Figure 1. Cell outlines without signal wires.
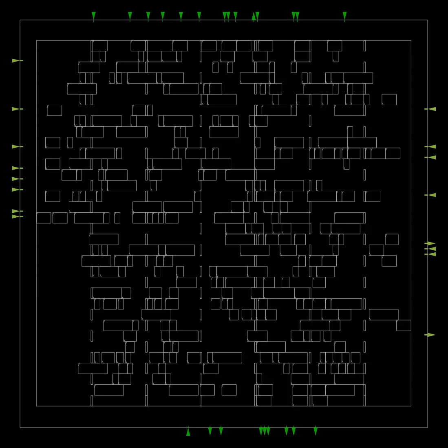
Figure 2. Register map, names as in the netlist.
Scale bar: 20 microns. Other sequential cells in the stronger gray, the rest of the logic in the fainter gray.
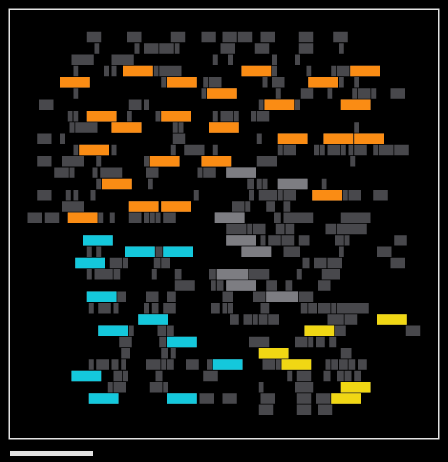
==> config.mk <==
export PLATFORM = sky130hd
export DESIGN_NAME = pixel_frame_sequencer
export DESIGN_NICKNAME = d
export VERILOG_FILES = /design/src/rtl/life_pkg.sv /design/src/rtl/pixel_serializer.sv /design/src/rtl/pixel_frame_sequencer.sv
export SDC_FILE = /design/constraint.sdc
export NUM_CORES = 1
export LEC_CHECK = 0
export CELL_PAD_IN_SITES_DETAIL_PLACEMENT = 0
export CELL_PAD_IN_SITES_GLOBAL_PLACEMENT = 1
export CORE_MARGIN = 4
export CORE_UTILIZATION = 26
export DETAILED_ROUTE_END_ITERATION = 8
export PLACE_DENSITY_LB_ADDON = 0.1
export SLEW_MARGIN = 10
export SYNTH_ARGS = -nofsm -noshare
export SYNTH_HDL_FRONTEND = slang
export SYNTH_SLANG_ARGS = --single-unit
==> constraint.sdc <==
create_clock -name clk -period 2.1 [get_ports clk]
set_clock_uncertainty 0.1 [all_clocks]
set_input_delay 0.21 -clock clk [delete_from_list [all_inputs] [get_ports clk]]
set_output_delay 0.21 -clock clk [all_outputs]
set_load 0.01 [all_outputs]
==> deck_impl_summary.md <==
Synthesis and Place & Route Summary

Run status
  – Outcome: finished, final reports clean

CTS
  – Clock-pin slew on the worst setup and hold paths: 0.09 ns
  – Post-CTS setup buffer count: 0
  – CTS max path bufs: 2
  – CTS tree: yes
  – CTS Sinks: 50
  – H-tree depth: 2
  – Post-CTS Hold Buffers: 0
  – Clock insertion delay at the later pin of the skew report: 0.30 ns
  – Root Driver: clkbuf_8
  – Num CTS Buffers: 5

Floorplanning
  – Chip height: 103 microns
  – Die X: 103 microns
  – Fp util: 26.8%
  – Total die area: 10600 sq um
  – Row cnt: 34
  – Core Area: 8760 sq um

Synthesis
  – XOR/XNOR Area Share: 5.22%
  – Number of enable flip-flop cells: 0
  – Area leader, netlist: dfxtp_1
  – Synthesized flop and latch total: 50
  – Main flop type: dfxtp_1
  – Synth unique cells: 44
  – Avg Inst Size Synth: 8.49 sq um
  – Dominant comb cell: simple AND/OR/NAND/NOR gates
  – Register area share after synthesis: 42.6%
  – Chip Area, Yosys: 2350 sq um
  – Aoi share: 16.9%
  – Top cells by count: nand2_1, dfxtp_1, nor2_1, a311oi_1, nand3_1
  – YS warnings: 0
  – Number of cells in Yosys stat: 277
  – Adder share: 1.60%
  – Top cells by area: dfxtp_1, nand2_1, nor2_1
  – And+or+nand+nor area frac: 27.2%
  – Mux frac, synth: 0.852%
  – Area share, top type: 42.6%
  – Nets at Floorplan: 308
  – Mapped Cells: 277
  – Cell area after synthesis: 2350 sq um

Job
  – Tool warnings: 26
  – Max Cap Viol: 0

Pwr
  – Power per cell area: 623 nW/um^2
  – Leak: 0.983 nW
  – Peak VDD IR: 0.000291 V

Place
  – IO Port Bufs: 38
  – Placed cell areas: 2850 sq um
  – HPWL Detailed: 3550 microns
  – GPL Wtd Cong: 0.694

Critical path
  – Worst Setup End Kind: output port
  – Worst EP arrival: 1.60 ns
  – Startpoint Class: flip-flop
  – Crit Path Max Fanout: 6
  – Worst Path Required: 1.79 ns
  – Critical path type: reg2out
  – R2R depth: 5
  – R2r setup slk: 0.30 ns

Final timing
  – Hold Violations, Final: 0
  – Fin. max-slew vios: 0
  – Fmax: 523 MHz
  – Fin crit share: 91.0%
  – Least-Margin Pin Slew: 0.524 ns
  – Hold Slack: 0.354 ns
  – Relative slew slack: 65.1%
  – RSZ-0062 raised after global routing: no
  – Fin Setup TNS: 0 ns
  – Min Tclk post-route: 1.91 ns

Min path
  – Type of the most critical hold path: reg2reg
  – Hold-critical path depth: 1

Detailed routing
  – Drt first pass iters: 4
  – Antenna Nets Post-Route: 0
  – Drt first-iter violations: 61
  – Routed length per placed instance: 12.6 microns
  – Drt via density: 4.67
  – Routed WL: 5320 microns
  – Drt drc: 0

Cells and area
  – Nets: 343
  – Max reg flops: 24
  – Area Overhead vs Synth: 25.0%
  – Fin area: 2940 sq um
  – Fraction of layout cells with a size suffix above 1: 9.58%
  – Filler Cells Inserted: 919
  – Number of diodes: 0

Global routing
  – Grt ovf: 0
  – Global-route wire length before repair: 8760 microns
  – All-layer global routing usage: 10.4%
  – Initial antenna violation count: 0
  – Vias in the first global route: 1830
-- Figure 1 (at the start) --
Tapcell Cnt: 108
Layout Cells excl Fill: 421

-- Figure 2 (at the start) --
- orange: u_serializer.sreg_reg (placed flops 24)
- cyan: latch_cnt_reg (placed flops 12)
- yellow: mem_address (placed flops 6; where lower right)
Sequential Power: 0.00102 W
register area: 1000 sq um
fin util: 33.5%
Seq area share: 34.1%

-- worst max-delay path: stages, from the launching register on --
cell and delay [ns]:
dfxtp_1 0.34, buf_4 0.16, or3_1 0.32, clkdlybuf4s50_1 0.49
-- report_power, final --
part	internal (W)	switching, W	leakage (nW)
clock	0.000267	0.000316	0.0482
sequential	0.000996	0.0000283	0.407
combinational	0.000119	0.000104	0.528
-- what timing repair did --
action                                  CTS  global route
endpoints found under the setup margin    1             0
hold endpoints to repair                  0             0
resized                                   3             0
-- per-stage QoR --
step / setup slack, ns / std cells / total power, W
after floorplan: 0.400 / 277 / 0.00117
after global placement: 0.102 / 413 / 0.00128
after detailed placement: 0.0748 / 413 / 0.00127
after CTS: 0.159 / 421 / 0.00187
after global routing: 0.126 / 421 / 0.00193
final: 0.189 / 421 / 0.00183
-- cell type report --
| cell class | instances | area, sq um | area share [%] |
|---|---|---|---|
| clock buffers | 7 | 86.3 | 2.94 |
| multi-input cells | 204 | 1220 | 41.4 |
| repair buffers | 45 | 469 | 16.0 |
| well taps | 108 | 135 | 4.60 |
| flip-flops and latches | 50 | 1000 | 34.1 |
| clock inverters | 1 | 5.00 | 0.170 |
| inverters | 6 | 22.5 | 0.766 |
-- cell families (layout without fill, tap and decap cells) --
| family | Yosys count | in the layout |
|---|---|---|
| AND-OR/OR-AND | 44 | 44 |
| adder cells (fa/ha/maj) | 3 | 3 |
| multiplexers | 2 | 2 |
| flip-flops | 50 | 50 |
| XOR/XNOR | 14 | 14 |
| buffers and inverters | 23 | 59 |
| AND/OR/NAND/NOR | 141 | 141 |
-- per-layer routing --
metal | GRT usage, % | wire [microns]
met1 | 14.8 | 2730
met2 | 15.3 | 2330
met3 | 2.57 | 219
met4 | 3.29 | 39
met5 | 0 | 0
-- placed cells by master (no fill, tap or decap), drive strengths merged, types with 2 or more instances in the layout --
cell type | Yosys | final
nand2 | 58 | 58
a21oi | 8 | 8
clkdlybuf4s50 | 0 | 37
or3 | 5 | 5
xnor2 | 8 | 8
inv | 6 | 6
dfxtp | 50 | 50
clkbuf | 4 | 7
buf | 13 | 7
o21ai | 4 | 4
nor3 | 5 | 5
and3 | 3 | 3
and2 | 2 | 2
nor4 | 2 | 2
ha | 3 | 3
nor2 | 43 | 43
nand3 | 9 | 9
mux2i | 2 | 2
xor2 | 6 | 6
a311oi | 23 | 23
nand2b | 3 | 3
Power figures rest on the tool's default switching activity, not on a simulated workload.
